### src/rtl/mem_arb_pkg.sv
// mem_arb_pkg: shared types and default sizes for the memory port arbiter.
//   owner_e      : which requester owns an outstanding read (CPU or DMA)
//   ARB_ADDR_W   : default address width
//   ARB_DATA_W   : default data width
//   ARB_MAX_WAIT : default blocked-DMA cycles before a forced DMA grant
package mem_arb_pkg;
    typedef enum logic {OWN_CPU = 1'b0, OWN_DMA = 1'b1} owner_e;
    localparam int ARB_ADDR_W   = 16;
    localparam int ARB_DATA_W   = 16;
    localparam int ARB_MAX_WAIT = 4;
endpackage

### src/rtl/arb_wait_counter.sv
// arb_wait_counter: saturating counter of consecutive blocked DMA cycles.
//   clk, reset : clock, synchronous active-high reset
//   inc        : count one more blocked cycle (holds at MAX_WAIT)
//   clr        : restart the count from 0 (takes precedence over inc)
//   sat        : count has reached MAX_WAIT
module arb_wait_counter #(
    parameter int MAX_WAIT = 4
) (
    input  logic clk,
    input  logic reset,
    input  logic inc,
    input  logic clr,
    output logic sat
);
    localparam int CW = $clog2(MAX_WAIT + 1);
    logic [CW-1:0] waitCnt;
    always_comb sat = waitCnt == CW'(MAX_WAIT);
    always_ff @(posedge clk) begin
        if (reset || clr)
            waitCnt <= '0;
        else if (inc && !sat)
            waitCnt <= waitCnt + 1'b1;
    end
endmodule

### src/rtl/mem_port_arbiter.sv
// mem_port_arbiter: shares one data memory port between the CPU (port 0, fixed
// priority) and a DMA/debug loader (port 1), with anti-starvation for DMA and
// 1-cycle read-data routing back to the requester that issued the read.
//   clk, reset           : clock, synchronous active-high reset
//   cpu_* / dma_*        : req/we/addr/wdata in, gnt/rvalid/rdata out; cpu_stall
//   mem_re/we/addr/wdata : memory command for the accepted access
//   mem_rdata            : memory read data, valid 1 cycle after mem_re
//   perf_cpu_stall, perf_dma_grants : saturating event counters, present only
//                          when MEM_ARB_PERF_EN is defined
module mem_port_arbiter
    import mem_arb_pkg::*;
#(
    parameter int ADDR_W   = ARB_ADDR_W,
    parameter int DATA_W   = ARB_DATA_W,
    parameter int MAX_WAIT = ARB_MAX_WAIT
) (
    input  logic              clk,
    input  logic              reset,
    input  logic              cpu_req,
    input  logic              cpu_we,
    input  logic [ADDR_W-1:0] cpu_addr,
    input  logic [DATA_W-1:0] cpu_wdata,
    output logic              cpu_gnt,
    output logic              cpu_stall,
    output logic              cpu_rvalid,
    output logic [DATA_W-1:0] cpu_rdata,
    input  logic              dma_req,
    input  logic              dma_we,
    input  logic [ADDR_W-1:0] dma_addr,
    input  logic [DATA_W-1:0] dma_wdata,
    output logic              dma_gnt,
    output logic              dma_rvalid,
    output logic [DATA_W-1:0] dma_rdata,
    output logic              mem_re,
    output logic              mem_we,
    output logic [ADDR_W-1:0] mem_addr,
    output logic [DATA_W-1:0] mem_wdata,
    input  logic [DATA_W-1:0] mem_rdata
`ifdef MEM_ARB_PERF_EN
    ,
    output logic [15:0]       perf_cpu_stall,
    output logic [15:0]       perf_dma_grants
`endif
);
    logic   waitSat;
    logic   dmaWins;
    logic   rdPend;
    owner_e rdOwner;
    arb_wait_counter #(.MAX_WAIT(MAX_WAIT)) uWait (
        .clk  (clk),
        .reset(reset),
        .inc  (dma_req & ~dma_gnt),
        .clr  (dma_gnt | ~dma_req),
        .sat  (waitSat)
    );
    // DMA takes the port when alone, or when it has been blocked MAX_WAIT cycles.
    always_comb begin
        dmaWins    = dma_req & (~cpu_req | waitSat);
        dma_gnt    = ~reset & dmaWins;
        cpu_gnt    = ~reset & cpu_req & ~dmaWins;
        cpu_stall  = ~reset & cpu_req & ~cpu_gnt;
        mem_we     = dma_gnt ? dma_we  : cpu_gnt & cpu_we;
        mem_re     = dma_gnt ? ~dma_we : cpu_gnt & ~cpu_we;
        mem_addr   = dma_gnt ? dma_addr  : cpu_gnt ? cpu_addr  : '0;
        mem_wdata  = dma_gnt ? dma_wdata : cpu_gnt ? cpu_wdata : '0;
        cpu_rvalid = ~reset & rdPend & (rdOwner == OWN_CPU);
        dma_rvalid = ~reset & rdPend & (rdOwner == OWN_DMA);
        cpu_rdata  = cpu_rvalid ? mem_rdata : '0;
        dma_rdata  = dma_rvalid ? mem_rdata : '0;
    end
    // Reloaded every cycle so back-to-back reads pipeline.
    always_ff @(posedge clk) begin
        if (reset) begin
            rdPend  <= 1'b0;
            rdOwner <= OWN_CPU;
        end else begin
            rdPend  <= mem_re;
            rdOwner <= dma_gnt ? OWN_DMA : OWN_CPU;
        end
    end
`ifdef MEM_ARB_PERF_EN
    always_ff @(posedge clk) begin
        if (reset) begin
            perf_cpu_stall  <= '0;
            perf_dma_grants <= '0;
        end else begin
            perf_cpu_stall  <= perf_cpu_stall  + {15'd0, cpu_stall & ~&perf_cpu_stall};
            perf_dma_grants <= perf_dma_grants + {15'd0, dma_gnt & ~&perf_dma_grants};
        end
    end
`endif
endmodule

### config.mk
export PLATFORM = sky130hd
export DESIGN_NAME = mem_port_arbiter
export DESIGN_NICKNAME = d
export VERILOG_FILES = /design/src/rtl/mem_arb_pkg.sv /design/src/rtl/arb_wait_counter.sv /design/src/rtl/mem_port_arbiter.sv
export SDC_FILE = /design/constraint.sdc
export NUM_CORES = 1
export LEC_CHECK = 0
export CORE_ASPECT_RATIO = 0.75
export CORE_MARGIN = 4
export CORE_UTILIZATION = 30
export CTS_CLUSTER_SIZE = 10
export DETAILED_ROUTE_END_ITERATION = 10
export GPL_TIMING_DRIVEN = 0
export PLACE_DENSITY = 0.92
export SYNTH_ARGS = -nofsm -noshare
export SYNTH_HDL_FRONTEND = slang
export SYNTH_SLANG_ARGS = --single-unit
### constraint.sdc
create_clock -name clk -period 3.6 [get_ports clk]
set_input_delay 0.72 -clock clk [delete_from_list [all_inputs] [get_ports clk]]
set_output_delay 0.72 -clock clk [all_outputs]
set_load 0.02 [all_outputs]
### Wires at chosen ports, followed through buffers

The bar under the picture is 20 um long.
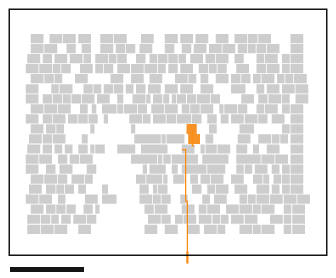
cpu_we -> orange  # bits 1, direction input, edge bottom, end cells 2, buffers 1, wire 34.3 um
Ports: 157
IO buf count: 155

### Routing congestion map

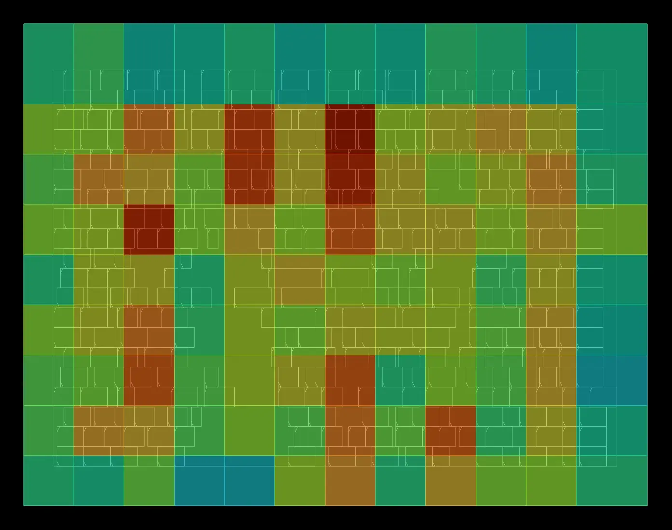
grt peak-use layer: met2
met1 usage: 23.4%
routed len/inst: 15.5 um
GRT Total Usage: 20.5%

### Close-up of the layout

The bar under the picture is 5 um long. Window x 33 to 53, y 36 to 56 um. Cells in grey, sequential cells in the stronger grey; small squares are vias.
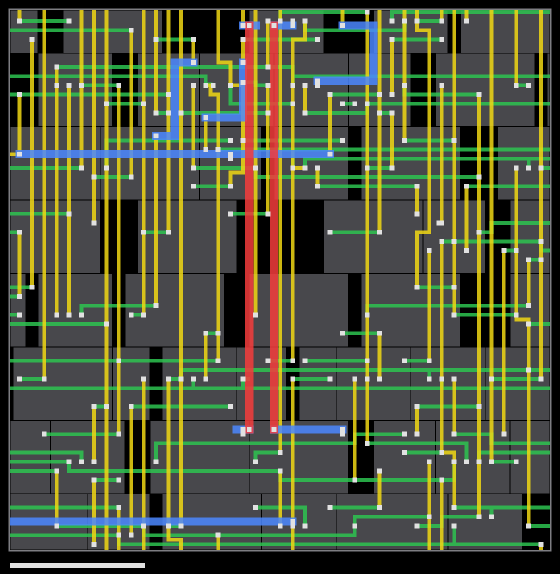
met1 -> green
met3 -> blue
met2 -> yellow
met4 -> red
most frequent = clkdlybuf4s50_1 (18), nand3b_1 (14), o22ai_1 (7)
cells with their middle in the window = 44
sequential cells in the window = 0

### Selected gate families

The bar under the picture is 20 um long.
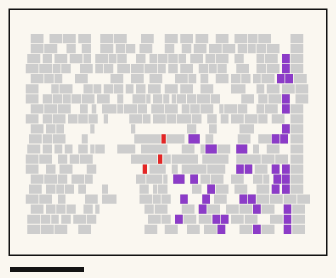
AND and OR gates -> purple  # cells 37, most used and2_1
inverters -> red  # cells 3, most used inv_1

## routing by layer
layer,share of wire (%),track usage [%],up-vias
met5,0,0,-
met3,12,7.72,10
met1,38,23.4,904
li1,-,-,1005
met4,1.5,5.93,0
met2,48,35.9,119
## worst min path at each step
stage,to,from,depth (start not counted)
finish,uWait.waitCnt[0],uWait.waitCnt[0],1
global placement,uWait.waitCnt[0],uWait.waitCnt[0],1
floorplan,uWait.waitCnt[0],uWait.waitCnt[0],1
global route,uWait.waitCnt[0],uWait.waitCnt[0],1
CTS,uWait.waitCnt[0],uWait.waitCnt[0],1
detailed placement,uWait.waitCnt[0],uWait.waitCnt[0],1
==> impl_metrics.ini <==
; yosys + openroad results
[yosys]
logic_family = simple AND/OR/NAND/NOR gates
yosys.area.top_type_share_pct = 37.1
ys.flops = 5
topCellsByArea = nand3b_1, o22ai_1, and2_1, dfxtp_1, buf_6
ff_type = dfxtp_1
adder_share_pct = 1.85
mux_share_pct = 0
yosysUniqueCellTypes = 20
yosysSeqAreaShare_pct = 7.38
edf_count = 0
largest_area_cell = nand3b_1
netlist_instances = 186
synth_top_cell_by_count = nand3b_1
syn_area_per_cell_sq_um = 7.29
syn-num-nets = 274
yosys.area_share.aoi_pct = 17.9

[timing]
setup_viol = 0
fmax_mhz = 304
tightest_slew_ps = 442
finalHoldViolations = 0
rsz0062_at_grt = no
holdWs_ps = 468
period_used_pct = 91.4
maxSlewViolCount = 0

[final_layout]
fillers = 367
clock_area_share_pct = 1.49
final_cell_count_no_fill = 400
fin_nets = 434
sh_comb_area_pct = 35.8
antenna_cells = 0
logic_gates = 152
logic_area_sq_mm = 0.00108
largest_register_ffs = 3
biggestCellCategory = buffers
syn2layout_area_growth_pct = 123
lay_top_count = clkdlybuf4s50_1
ff_count = 5
seq-cell-share_pct = 3.31
buf_share_pct = 56.7
inv_count = 3
drive_gt1_share_pct = 6.38

[power_and_ir_drop]
swShare_pct = 31.8
power_leader = combinational logic
p_int_mw = 0.305
leakage_nw = 1.06
switchingPower_mw = 0.142
p_clk_share_pct = 22.7
p_seq_mw = 0.0587
pwr-share-seq_pct = 13.1
powerComb_mw = 0.288
total_power_mw = 0.448
ir_worst_vdd_mv = 0.107

[die]
die_h_um = 66.2
floorplan.core_util_pct = 32.3
die_w_um = 85.6
fp-row-count = 20
tap_cells = 55
die_area_sq_mm = 0.00567

[placement]
post-place-ws_ps = 299
placedCellCount = 396
dp_hpwl_um = 5120
place_area_sq_mm = 0.00298

[clock_tree]
path_clk_slew_ps = 30
clock_latency_ps = 220
cts_resized = 0
postCtsSetupBuffers = 0

[worst_setup_path]
worst_r2r_endpoint = rdOwner
cp_common_cell = clkdlybuf4s50_1
arrival_ps = 2570
critPathBufInv = 4
endpoint = cpu_rdata[7]
worstPathCellList = clkdlybuf4s50_1, buf_6, nor3b_4, buf_4, and2_1, clkdlybuf4s50_1
cp_slowest_cell = clkdlybuf4s50_1
crit_start = reset
cp.depth = 6
end_kind = output pin
r2r_slack_ps = 2180
crit_required_ps = 2880
crit_path_start_kind = primary input
cpLargestDelayFamily = buffers and inverters

[routing]
drc = 0
dr.first_iter.drc_count = 91
viasPerCell = 5.10

[job]
warnings = 27

[global_routing]
antenna_found_initial = 0
grt_max_degree = 11
overflow = 0

[status]
status = finished clean
Power and IR drop assume default switching activity.
